### config.mk
export PLATFORM = sky130hd
export DESIGN_NAME = mio_responder
export DESIGN_NICKNAME = d
export VERILOG_FILES = /design/src/rtl/mio_responder_pkg.sv /design/src/rtl/mio_data_align.sv /design/src/rtl/mio_responder.sv
export SDC_FILE = /design/constraint.sdc
export NUM_CORES = 1
export LEC_CHECK = 0
export ABC_AREA = 1
export CORE_ASPECT_RATIO = 0.6
export CORE_MARGIN = 8
export CORE_UTILIZATION = 27
export CTS_BUF_LIST = sky130_fd_sc_hd__clkbuf_8
export DETAILED_ROUTE_END_ITERATION = 16
export PLACE_DENSITY_LB_ADDON = 0.3
export SETUP_SLACK_MARGIN = 0.3
export SYNTH_ARGS = -nofsm -noshare
export SYNTH_HDL_FRONTEND = slang
export SYNTH_SLANG_ARGS = --single-unit
### constraint.sdc
create_clock -name clk -period 5.55 [get_ports clk]
set_input_delay 0.555 -clock clk [delete_from_list [all_inputs] [get_ports clk]]
set_output_delay 0.555 -clock clk [all_outputs]
set_load 0.005 [all_outputs]
### src/rtl/mio_responder_pkg.sv
// Shared definitions for the memory/IO responder: size codes, FSM states,
// default IO window and byte-swap helpers.
package mio_responder_pkg;

    typedef enum logic [2:0] {
        SZ_FULL   = 3'b000,
        SZ_FULLX  = 3'b001,
        SZ_HALF   = 3'b010,
        SZ_HALFX  = 3'b011,
        SZ_HALFU  = 3'b100,
        SZ_HALFUX = 3'b101
    } size_e;

    typedef enum logic [2:0] {
        ST_IDLE   = 3'd0,
        ST_RD_RAM = 3'd1,
        ST_WR_RAM = 3'd2,
        ST_RD_IO  = 3'd3,
        ST_WR_IO  = 3'd4,
        ST_DONE   = 3'd5
    } state_e;

    localparam logic [31:0] IO_BASE_DEF = 32'hF000_0000;

    function automatic logic [15:0] swap16(input logic [15:0] h);
        return {h[7:0], h[15:8]};
    endfunction

    function automatic logic [31:0] swap32(input logic [31:0] w);
        return {w[7:0], w[15:8], w[23:16], w[31:24]};
    endfunction

endpackage

### src/rtl/mio_data_align.sv
// Combinational lane steering: store byte enables/lane data and load
// extraction (half select, byte swap, sign/zero extension).
module mio_data_align
    import mio_responder_pkg::*;
(
    input  logic [2:0]  st_ctrl,
    input  logic        st_hi,
    input  logic [31:0] st_data,
    output logic [3:0]  st_be,
    output logic [31:0] st_lanes,
    input  logic [2:0]  ld_ctrl,
    input  logic        ld_hi,
    input  logic [31:0] ld_word,
    output logic [31:0] ld_data
);

    logic [15:0] st_half;
    logic [15:0] ld_half;
    logic [15:0] ld_swap;

    always_comb begin
        st_half  = st_data[15:0];
        st_be    = 4'b1111;
        st_lanes = st_data;
        case (st_ctrl)
            SZ_FULLX: st_lanes = swap32(st_data);
            SZ_HALF, SZ_HALFU: begin
                st_lanes = {st_half, st_half};
                st_be    = st_hi ? 4'b1100 : 4'b0011;
            end
            SZ_HALFX, SZ_HALFUX: begin
                st_half  = swap16(st_data[15:0]);
                st_lanes = {st_half, st_half};
                st_be    = st_hi ? 4'b1100 : 4'b0011;
            end
            default: ;
        endcase
    end

    always_comb begin
        ld_half = ld_hi ? ld_word[31:16] : ld_word[15:0];
        ld_swap = swap16(ld_half);
        ld_data = ld_word;
        case (ld_ctrl)
            SZ_FULLX:  ld_data = swap32(ld_word);
            SZ_HALF:   ld_data = {{16{ld_half[15]}}, ld_half};
            SZ_HALFX:  ld_data = {{16{ld_swap[15]}}, ld_swap};
            SZ_HALFU:  ld_data = {16'h0000, ld_half};
            SZ_HALFUX: ld_data = {16'h0000, ld_swap};
            default: ;
        endcase
    end

endmodule

### src/rtl/mio_responder.sv
// Memory/IO responder: accepts one bus request at a time, drives a synchronous
// word RAM or the memory-mapped IO port, and reports completion on mio_ready.
module mio_responder
    import mio_responder_pkg::*;
#(
    parameter int          RAM_LATENCY = 2,
    parameter int          RAM_AW      = 10,
    parameter logic [31:0] IO_BASE     = IO_BASE_DEF
) (
    input  logic              clk,
    input  logic              rst,
    input  logic              cpu_mio,
    input  logic              mem_rd,
    input  logic              mem_wr,
    input  logic [2:0]        ram_ctrl,
    input  logic [31:0]       addr,
    input  logic [31:0]       wdata,
    output logic [31:0]       rdata,
    output logic              mio_ready,
    output logic              ram_en,
    output logic [3:0]        ram_we,
    output logic [RAM_AW-1:0] ram_addr,
    output logic [31:0]       ram_wdata,
    input  logic [31:0]       ram_rdata,
    output logic              io_rd,
    output logic              io_wr,
    output logic [31:0]       io_addr,
    output logic [31:0]       io_wdata,
    input  logic [31:0]       io_rdata
);

    localparam logic [2:0] LAT = 3'(RAM_LATENCY);

    state_e      state_q, state_d;
    logic [2:0]  cnt_q, cnt_d;
    logic [31:0] addr_q, addr_d;
    logic [31:0] wdata_q, wdata_d;
    logic [2:0]  ctrl_q, ctrl_d;
    logic [31:0] rdata_q, rdata_d;
    logic        ram_en_q, ram_en_d;
    logic [3:0]  ram_we_q, ram_we_d;
    logic [31:0] ram_wdata_q, ram_wdata_d;
    logic        io_rd_q, io_rd_d;
    logic        io_wr_q, io_wr_d;

    logic [3:0]  st_be;
    logic [31:0] st_lanes;
    logic [31:0] ld_word;
    logic [31:0] ld_data;
    logic        is_io;

    // Store path looks at the live request so byte enables can be registered
    // on the accepting edge; load path uses the latched request.
    mio_data_align u_align (
        .st_ctrl  (ram_ctrl),
        .st_hi    (addr[1]),
        .st_data  (wdata),
        .st_be    (st_be),
        .st_lanes (st_lanes),
        .ld_ctrl  (ctrl_q),
        .ld_hi    (addr_q[1]),
        .ld_word  (ld_word),
        .ld_data  (ld_data)
    );

    assign ld_word = (state_q == ST_RD_IO) ? io_rdata : ram_rdata;
    assign is_io   = (addr[31:28] == IO_BASE[31:28]);

    always_comb begin
        state_d     = state_q;
        cnt_d       = cnt_q;
        addr_d      = addr_q;
        wdata_d     = wdata_q;
        ctrl_d      = ctrl_q;
        rdata_d     = rdata_q;
        ram_wdata_d = ram_wdata_q;
        ram_en_d    = 1'b0;
        ram_we_d    = 4'b0000;
        io_rd_d     = 1'b0;
        io_wr_d     = 1'b0;
        case (state_q)
            ST_IDLE: begin
                if (cpu_mio && (mem_rd || mem_wr)) begin
                    addr_d  = addr;
                    wdata_d = wdata;
                    ctrl_d  = ram_ctrl;
                    cnt_d   = 3'd0;
                    if (mem_wr) begin
                        if (is_io) begin
                            state_d = ST_WR_IO;
                            io_wr_d = 1'b1;
                        end else begin
                            state_d     = ST_WR_RAM;
                            ram_en_d    = 1'b1;
                            ram_we_d    = st_be;
                            ram_wdata_d = st_lanes;
                        end
                    end else if (is_io) begin
                        state_d = ST_RD_IO;
                        io_rd_d = 1'b1;
                    end else begin
                        state_d  = ST_RD_RAM;
                        ram_en_d = 1'b1;
                    end
                end
            end
            ST_RD_RAM: begin
                cnt_d = cnt_q + 3'd1;
                if (cnt_q == LAT) begin
                    rdata_d = ld_data;
                    state_d = ST_DONE;
                end
            end
            ST_RD_IO: begin
                // io_rdata is valid one cycle after the io_rd pulse
                cnt_d = cnt_q + 3'd1;
                if (cnt_q == 3'd1) begin
                    rdata_d = ld_data;
                    state_d = ST_DONE;
                end
            end
            ST_WR_RAM, ST_WR_IO: state_d = ST_DONE;
            ST_DONE:             state_d = ST_IDLE;
            default:             state_d = ST_IDLE;
        endcase
    end

    always_ff @(posedge clk or posedge rst) begin
        if (rst) begin
            state_q     <= ST_IDLE;
            cnt_q       <= 3'd0;
            addr_q      <= 32'h0;
            wdata_q     <= 32'h0;
            ctrl_q      <= 3'd0;
            rdata_q     <= 32'h0;
            ram_en_q    <= 1'b0;
            ram_we_q    <= 4'b0000;
            ram_wdata_q <= 32'h0;
            io_rd_q     <= 1'b0;
            io_wr_q     <= 1'b0;
        end else begin
            state_q     <= state_d;
            cnt_q       <= cnt_d;
            addr_q      <= addr_d;
            wdata_q     <= wdata_d;
            ctrl_q      <= ctrl_d;
            rdata_q     <= rdata_d;
            ram_en_q    <= ram_en_d;
            ram_we_q    <= ram_we_d;
            ram_wdata_q <= ram_wdata_d;
            io_rd_q     <= io_rd_d;
            io_wr_q     <= io_wr_d;
        end
    end

    assign mio_ready = (state_q == ST_IDLE) || (state_q == ST_DONE);
    assign rdata     = rdata_q;
    assign ram_en    = ram_en_q;
    assign ram_we    = ram_we_q;
    assign ram_addr  = addr_q[RAM_AW+1:2];
    assign ram_wdata = ram_wdata_q;
    assign io_rd     = io_rd_q;
    assign io_wr     = io_wr_q;
    assign io_addr   = addr_q;
    assign io_wdata  = wdata_q;

endmodule

run_1/final_clocks.png
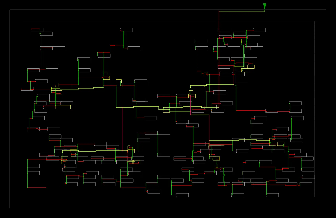
Clock Latency Late Sink: 0.47 ns
# clk buffers: 19
Setup Skew: 0.0183 ns
number of clock buffers inserted by TritonCTS: 17
power dissipated in the clock network: 0.875 mW

run_1/port_nets.png
Scale bar: 50 um.
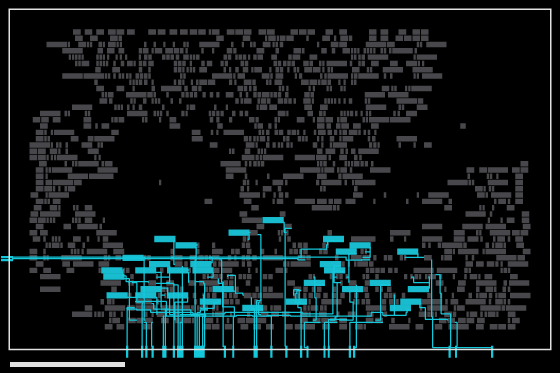
[cyan] ram_wdata | bits: 32 | direction: output | edge: 30 bottom, 2 left | end cells: 32 | buffers: 32 | wire: 1860 um

run_1/registers.png
Scale bar: 50 um.
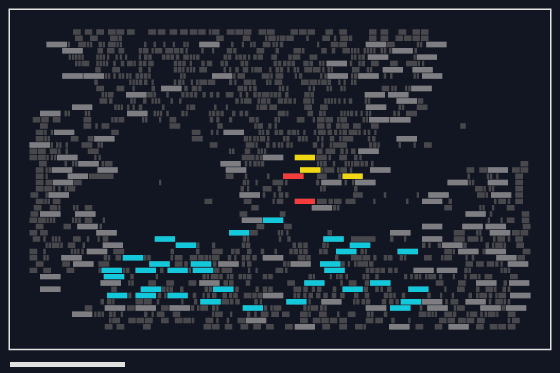
[yellow] cnt_q | placed flops: 3
[red] ram_we | placed flops: 2
[cyan] ram_wdata | placed flops: 32
not coloured: 105

[run 1: how the worst max path moves through the flow]
stage	to
after global placement	io_addr[28]$_DFFE_PP0P_
after floorplan	cnt_q[0]$_DFFE_PP0P_
after global routing	io_addr[20]$_DFFE_PP0P_
final	io_addr[28]$_DFFE_PP0P_
after CTS	io_addr[28]$_DFFE_PP0P_
after detailed placement	io_addr[9]$_DFFE_PP0P_
[run 1: power groups by stage]
stage | Clock [mW] | Combinational, mW | Sequential, mW
floorplan | 0 | 1.50 | 1.81
global placement | 0 | 2.96 | 1.86
detailed placement | 0 | 2.98 | 1.86
CTS | 0.906 | 2.99 | 1.86
global route | 0.957 | 3.28 | 1.91
finish | 0.875 | 2.98 | 1.85
[run 1: area by class of cell]
class                           count  area (um^2)  area share (%)
Timing Repair Buffer              288         2870            26.0
Sequential cell                   142         3550            32.2
Clock inverter                     13          139            1.26
Antenna cell                        1         2.50          0.0227
Inverter                          121          460            4.17
Tap cell                          375          469            4.25
Multi-Input combinational cell    694         3280            29.8
Clock buffer                       19          262            2.37
[run 1: critical path, stage by stage]
cell and delay, ns:
sky130_fd_sc_hd__clkdlybuf4s50_1 0.61, sky130_fd_sc_hd__o21ai_0 0.27, sky130_fd_sc_hd__nor2_4 0.78, sky130_fd_sc_hd__clkinv_2 1.12, sky130_fd_sc_hd__buf_4 0.56, sky130_fd_sc_hd__nand2_1 0.08, sky130_fd_sc_hd__o21ai_1 0.06
[run 1: cells in the mapped netlist]
cell type	instances	area [um^2]
sky130_fd_sc_hd__buf_6	8	90.1
sky130_fd_sc_hd__nor2_2	4	25.0
sky130_fd_sc_hd__nand4_1	4	25.0
sky130_fd_sc_hd__buf_4	15	113
sky130_fd_sc_hd__buf_1	1	3.75
sky130_fd_sc_hd__nand3_1	51	255
sky130_fd_sc_hd__nand3_4	1	17.5
sky130_fd_sc_hd__nand3_2	2	20.0
sky130_fd_sc_hd__o21ai_2	1	8.76
sky130_fd_sc_hd__nor2_4	2	22.5
sky130_fd_sc_hd__clkbuf_1	16	60.1
sky130_fd_sc_hd__clkinv_1	2	7.51
sky130_fd_sc_hd__xor2_1	1	8.76
sky130_fd_sc_hd__nor3_2	1	10.0
sky130_fd_sc_hd__dfrtp_1	142	3550
sky130_fd_sc_hd__o21ai_0	56	280
sky130_fd_sc_hd__buf_2	33	165
sky130_fd_sc_hd__nand2_2	2	12.5
sky130_fd_sc_hd__a21oi_1	56	280
sky130_fd_sc_hd__nor3_1	33	165
sky130_fd_sc_hd__nor4_1	1	6.26
sky130_fd_sc_hd__inv_2	6	22.5
sky130_fd_sc_hd__ha_1	6	75.1
sky130_fd_sc_hd__a31oi_1	4	25.0
sky130_fd_sc_hd__inv_1	113	424
sky130_fd_sc_hd__nor2_1	67	251
sky130_fd_sc_hd__nand3b_1	1	7.51
sky130_fd_sc_hd__o21ai_1	31	155
sky130_fd_sc_hd__o22ai_1	48	300
sky130_fd_sc_hd__o211ai_1	30	225
sky130_fd_sc_hd__nand2_1	292	1100
==> report_table.html, run 1 <==
<h3>Flow metrics</h3>
<table>
<tr><th>Metric</th><th>Value</th></tr>
<tr><th colspan="2">Status</th></tr>
<tr><td>Result of the run</td><td>finished clean</td></tr>
<tr><th colspan="2">Clocking</th></tr>
<tr><td>Longest Clk Path Bufs</td><td>2</td></tr>
<tr><td>Sink count of the clock tree</td><td>142</td></tr>
<tr><td>Clock-pin slew on the worst setup and hold paths</td><td>0.08 ns</td></tr>
<tr><th colspan="2">Logic synthesis</th></tr>
<tr><td>Sequential fraction of the synthesis area</td><td>46.1%</td></tr>
<tr><td>Nets at Floorplan</td><td>1172</td></tr>
<tr><td>Post-synthesis cell count</td><td>1030</td></tr>
<tr><td>Cell area after synthesis</td><td>7710 um^2</td></tr>
<tr><td>Number of cells in the yosys synthesis report</td><td>1030</td></tr>
<tr><td>Area fraction in mux cells</td><td>0%</td></tr>
<tr><td>Post-synthesis area per instance</td><td>7.49 um^2</td></tr>
<tr><td>Synth logic family</td><td>simple AND/OR/NAND/NOR gates</td></tr>
<tr><td>Number of synthesized register bits</td><td>142</td></tr>
<tr><td>Yosys xor share</td><td>0.114%</td></tr>
<tr><th colspan="2">Layout</th></tr>
<tr><td>Final Non-Filler Cells</td><td>1653</td></tr>
<tr><td>Post-layout net count</td><td>1406</td></tr>
<tr><td>Final Cell Area</td><td>11000 um^2</td></tr>
<tr><td>Number of fillers in the final layout</td><td>2961</td></tr>
<tr><th colspan="2">Global route</th></tr>
<tr><td>Number of global-route vias before repair</td><td>7414</td></tr>
<tr><td>Met3 routing resource usage after global routing</td><td>6.61%</td></tr>
<tr><td>Global-route met1 utilization</td><td>25.5%</td></tr>
<tr><th colspan="2">Route</th></tr>
<tr><td>Routed Wire Length</td><td>30.9 mm</td></tr>
<tr><td>Per-cell via count in the routed design</td><td>4.80</td></tr>
<tr><td>Highest routing layer actually used</td><td>met4</td></tr>
<tr><th colspan="2">Final timing</th></tr>
<tr><td>RSZ-0062 raised after global routing</td><td>no</td></tr>
<tr><td>Final period util</td><td>67.7%</td></tr>
<tr><td>FMAX</td><td>266 MHz</td></tr>
<tr><td>Final Hold Violation Tally</td><td>0</td></tr>
<tr><td>Relative slew margins</td><td>22.4%</td></tr>
<tr><td>Summed negative setup slack over all endpoints</td><td>0 ns</td></tr>
<tr><th colspan="2">Floorplanning</th></tr>
<tr><td>Die outline area</td><td>34400 um^2</td></tr>
<tr><td>Row count</td><td>48</td></tr>
<tr><td>Die extent in y</td><td>147 um</td></tr>
<tr><td>Core ar.</td><td>28400 um^2</td></tr>
<tr><td>Die Width</td><td>234 um</td></tr>
<tr><th colspan="2">Worst setup path</th></tr>
<tr><td>Endpoint kind of the worst setup timing path</td><td>flop</td></tr>
<tr><td>Startpoint of the lowest-slack register-to-register path</td><td>state_q[1]$_DFFE_PP0P_</td></tr>
<tr><td>Reg2reg end</td><td>io_addr[28]$_DFFE_PP0P_</td></tr>
<tr><td>Launch point of the worst path</td><td>mem_wr</td></tr>
<tr><th colspan="2">Worst hold path</th></tr>
<tr><td>Depth of the worst hold-timing path</td><td>2</td></tr>
</table>
run_1/metal_stack.png
Only two layers are drawn.
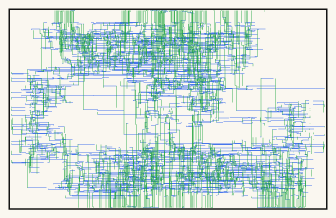

==> inputs of run 2 (changes only) <==
Clock period 5.55 ns to 3.3 ns, I/O delays scaled along.
run_2/metal_stack.png
Only two layers are drawn.
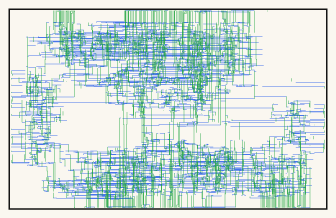
[blue] met1 | wire length: 14800 um
[green] met2 | wire length: 12900 um

==> report_table.html, run 2 <==
<h3>Flow metrics</h3>
<table>
<tr><th>Metric</th><th>Value</th></tr>
<tr><th colspan="2">Status</th></tr>
<tr><td>Result of the run</td><td>finished clean</td></tr>
<tr><th colspan="2">Route</th></tr>
<tr><td>Per-cell via count in the routed design</td><td>4.78 (-0.32%)</td></tr>
<tr><td>Routed Wire Length</td><td>31.6 mm (+2.2%)</td></tr>
<tr><th colspan="2">Logic synthesis</th></tr>
<tr><td>Async set or reset register ratio after synthesis</td><td>100% (unchanged)</td></tr>
<tr><td>Most popular library cell in the synthesized design by count</td><td>sky130_fd_sc_hd__nand2_1</td></tr>
<tr><td>Synth Flop Type</td><td>sky130_fd_sc_hd__dfrtp_1</td></tr>
<tr><td>Flip-flops with a built-in enable</td><td>0 (unchanged)</td></tr>
<tr><td>Post-synthesis cell type with the largest combined area</td><td>sky130_fd_sc_hd__dfrtp_1</td></tr>
<tr><td>Post-synthesis area per instance</td><td>7.49 um^2 (unchanged)</td></tr>
<tr><th colspan="2">Final timing</th></tr>
<tr><td>FMAX</td><td>385 MHz</td></tr>
<tr><td>Final Hold Violation Tally</td><td>0 (unchanged)</td></tr>
<tr><td>RSZ-0062 raised after global routing</td><td>no</td></tr>
<tr><th colspan="2">Clocking</th></tr>
<tr><td>Clock-pin slew on the worst setup and hold paths</td><td>0.09 ns (about the same)</td></tr>
<tr><td>Longest Clk Path Bufs</td><td>2 (unchanged)</td></tr>
<tr><th colspan="2">Layout</th></tr>
<tr><td>Post-layout net count</td><td>1415 (+0.64%)</td></tr>
<tr><td>Number of fillers in the final layout</td><td>2939 (-0.74%)</td></tr>
<tr><td>Final Non-Filler Cells</td><td>1662 (+0.54%)</td></tr>
<tr><th colspan="2">Floorplanning</th></tr>
<tr><td>Die outline area</td><td>34400 um^2 (unchanged)</td></tr>
<tr><td>Row count</td><td>48 (unchanged)</td></tr>
<tr><td>Die Width</td><td>234 um (unchanged)</td></tr>
<tr><th colspan="2">Worst setup path</th></tr>
<tr><td>Critical path buffer and inverter count</td><td>2 (-1)</td></tr>
<tr><td>Critical Path, Cell by Cell</td><td>nand3_4 -&gt; a21oi_1 -&gt; inv_1 -&gt; nand2_2 -&gt; buf_4 -&gt; nor2_1 -&gt; nand2_1 -&gt; nand2_1</td></tr>
<tr><td>Worst path slowest cell</td><td>sky130_fd_sc_hd__nand2_2</td></tr>
<tr><td>Largest stage delay, worst path</td><td>0.67 ns (-0.45 ns)</td></tr>
<tr><td>Startpoint of the lowest-slack register-to-register path</td><td>state_q[0]$_DFFE_PP0P_</td></tr>
</table>
run_2/final_clocks.png
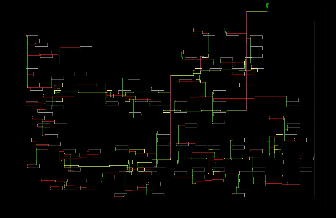
Setup Skew: 0.0153 ns
Clock Latency Late Sink: 0.49 ns

## run 2: cell counts after synthesis
Identical to the previous run, type by type.
## run 2: routing by layer
metal,wire length (um),track usage (%),vias up
met5,0,0,-
met2,12900,23.9,322
met3,3390,7.57,30
li1,-,-,3856
met4,534,4.52,0
met1,14800,26.3,3742
## run 2: worst paths after layout
check | endpoint | slack [ns] | cells past startpoint
worst max-delay path | rdata[13]$_DFFE_PP0P_ | 0.70 | 8
worst min-delay path | ram_wdata[15]$_DFFE_PP0P_ | 0.28 | 2
worst max register to register | rdata[13]$_DFFE_PP0P_ | 0.70 | 8
worst min register to register | io_addr[26]$_DFFE_PP0P_ | 0.47 | 2
max in group asynchronous | io_wdata[15]$_DFFE_PP0P_ | 2.35 | 3
min in group clk | io_addr[18]$_DFFE_PP0P_ | 0.38 | 3
## run 2: cell families after synthesis
logic type,after synthesis,synth area share [%]
adders and majority gates,6,0.973
DFF,142,46.1
AOI/OAI and AO/OA,226,16.5
xor gates and xnor gates,1,0.114
buffers and inverters,194,11.5
and+or+nand+nor,461,24.8
## run 2: power by group through the flow
| stage | registers [mW] | logic [mW] | clock network, mW |
|---|---|---|---|
| after floorplan | 3.04 | 2.52 | 0 |
| after global placement | 3.08 | 5.21 | 0 |
| after detailed placement | 3.09 | 5.21 | 0 |
| after CTS | 3.08 | 5.22 | 1.56 |
| after global routing | 3.19 | 5.72 | 1.64 |
| final | 3.08 | 5.23 | 1.50 |
## run 2: metrics by stage
step | worst slack, ns | hold slack (ns) | util [%]
2_1_floorplan | 1.19 | 0.413 | -
3_3_place_gp | 0.736 | 0.454 | 37.9
3_5_place_dp | 0.732 | 0.459 | 37.9
4_1_cts | 0.721 | 0.259 | 39.3
5_1_grt | 0.492 | 0.278 | 39.3
6_report | 0.704 | 0.278 | 39.3
## run 2: cell type report
class,count,share of cell area [%]
well taps,375,4.20
inverters,121,4.11
multi-input cells,694,29.3
repair buffers,297,26.8
flip-flops and latches,142,31.8
diodes,1,0.0224
clock buffers,19,2.34
clock inverters,13,1.38
run_2/registers.png
Scale bar: 50 um.
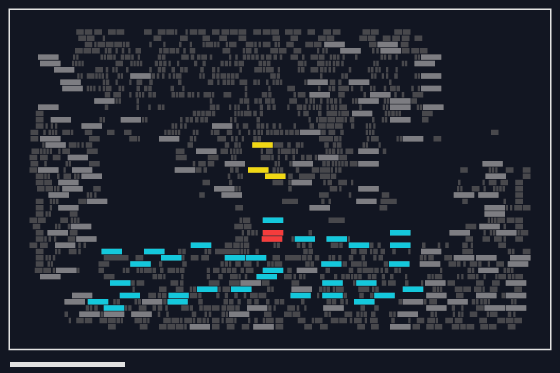

==> inputs of run 3 (changes only) <==
Clock period 3.3 ns to 2.7 ns, I/O delays scaled along.
run_3/registers.png
Scale bar: 50 um.
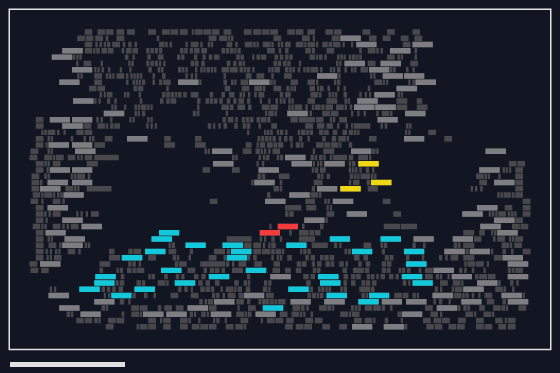
[red] ram_we | placed flops: 2
[cyan] ram_wdata | placed flops: 32
[yellow] cnt_q | placed flops: 3

run_3/port_nets.png
Scale bar: 50 um.
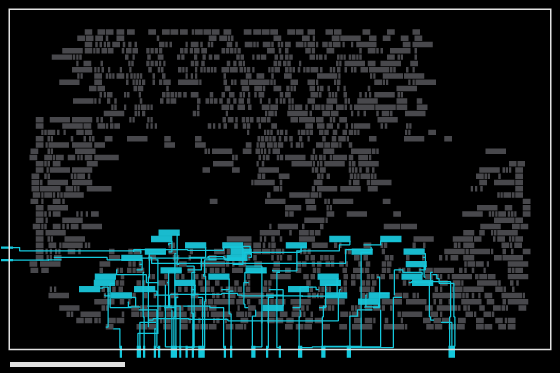
[cyan] ram_wdata | bits: 32 | direction: output | edge: 30 bottom, 2 left | end cells: 32 | buffers: 32 | wire: 2030 um

==> report_table.html, run 3 <==
<h3>Flow metrics</h3>
<table>
<tr><th>Metric</th><th>Value</th></tr>
<tr><th colspan="2">Route</th></tr>
<tr><td>Wire length on met1</td><td>14.6 mm (-1.3%)</td></tr>
<tr><td>Highest routing layer actually used</td><td>met4</td></tr>
<tr><td>Routed Wire Length</td><td>30.7 mm (-3.0%)</td></tr>
<tr><td>WL met2</td><td>12.6 mm (-1.9%)</td></tr>
<tr><th colspan="2">Logic synthesis</th></tr>
<tr><td>Synth Flop Type</td><td>sky130_fd_sc_hd__dfrtp_1</td></tr>
<tr><td>Post-synthesis cell type with the largest combined area</td><td>sky130_fd_sc_hd__dfrtp_1</td></tr>
<tr><td>Most popular library cell in the synthesized design by count</td><td>sky130_fd_sc_hd__nand2_1</td></tr>
<tr><td>Flip-flops with a built-in enable</td><td>0 (unchanged)</td></tr>
<tr><th colspan="2">Floorplanning</th></tr>
<tr><td>Row count</td><td>48 (unchanged)</td></tr>
<tr><td>Die outline area</td><td>34400 um^2 (unchanged)</td></tr>
<tr><th colspan="2">Worst setup path</th></tr>
<tr><td>Critical Path, Cell by Cell</td><td>clkinv_1 -&gt; nand3_2 -&gt; nand2_1 -&gt; clkdlybuf4s50_1</td></tr>
<tr><td>Largest stage delay, worst path</td><td>0.55 ns (-0.12 ns)</td></tr>
<tr><th colspan="2">Clocking</th></tr>
<tr><td>Longest Clk Path Bufs</td><td>2 (unchanged)</td></tr>
<tr><th colspan="2">Status</th></tr>
<tr><td>Result of the run</td><td>finished clean</td></tr>
<tr><th colspan="2">Final timing</th></tr>
<tr><td>FMAX</td><td>461 MHz</td></tr>
<tr><td>Setup Skew</td><td>0.0119 ns (-0.00339 ns)</td></tr>
<tr><td>Final Hold Violation Tally</td><td>0 (unchanged)</td></tr>
<tr><td>RSZ-0062 raised after global routing</td><td>no</td></tr>
<tr><th colspan="2">Layout</th></tr>
<tr><td>Post-layout net count</td><td>1422 (+0.49%)</td></tr>
<tr><td>Number of inserted diodes</td><td>0 (-1)</td></tr>
</table>
==> run 3: cell counts after synthesis <==
No cell type changed its count.
==> run 3: final timing paths <==
kind                                            end  slack [ns]  depth (start not counted)
setup / recovery                          mio_ready        0.53                          4
hold / removal             io_wdata[13]$_DFFE_PP0P_        0.13                          2
setup reg to reg              rdata[25]$_DFFE_PP0P_        0.63                          7
hold reg to reg             io_addr[14]$_DFFE_PP0P_        0.48                          2
max in group asynchronous   io_addr[24]$_DFFE_PP0P_        1.94                          3
min in group clk             io_addr[2]$_DFFE_PP0P_        0.32                          3
==> run 3: per-stage QoR <==
stage               util, %  setup slack [ns]  cell area (um^2)  power [mW]
finish                 39.7             0.532             11300        12.0
floorplan                 -             0.653              7720        6.80
global placement       38.1             0.397             10800        10.0
global route           39.7             0.450             11300        12.9
CTS                    39.7             0.497             11300        12.1
detailed placement     38.1             0.406             10800        10.1
==> run 3: cell families after synthesis <==
logic type,count (synthesis),synth area share (%)
xor gates and xnor gates,1,0.114
AOI/OAI and AO/OA,226,16.5
and+or+nand+nor,461,24.8
buffers and inverters,194,11.5
DFF,142,46.1
adders and majority gates,6,0.973
==> run 3: area by class of cell <==
type / instances / area, um^2
Clock inverter: 13 / 185
Fill cell: 2896 / 17100
Tap cell: 375 / 469
Inverter: 121 / 459
Multi-Input combinational cell: 694 / 3280
Timing Repair Buffer: 304 / 3070
Sequential cell: 142 / 3550
Clock buffer: 19 / 262
==> run 3: worst reg2reg max path: stages, from the launching register on <==
cell and delay [ns]:
sky130_fd_sc_hd__dfrtp_1 0.55, sky130_fd_sc_hd__nand3_4 0.17, sky130_fd_sc_hd__nand2_1 0.16, sky130_fd_sc_hd__nand3_1 0.11, sky130_fd_sc_hd__nand3b_1 0.10, sky130_fd_sc_hd__nand2_1 0.25
sky130_fd_sc_hd__o21ai_1 0.51, sky130_fd_sc_hd__nand2_1 0.10
==> run 3: power groups by stage <==
stage,clock network [mW],registers [mW],logic (mW)
5_1_grt,2.14,3.88,6.90
6_report,2.01,3.75,6.29
3_5_place_dp,0,3.77,6.31
3_3_place_gp,0,3.75,6.25
4_1_cts,2.06,3.75,6.33
2_1_floorplan,0,3.72,3.08
==> run 3: per-layer routing <==
metal | vias to the layer above | track usage [%]
li1 | 3855 | -
met5 | - | 0
met3 | 25 | 6.14
met4 | 0 | 4.74
met1 | 3679 | 25.6
met2 | 307 | 23.7
Power figures rest on the tool's default switching activity, not on a simulated workload.
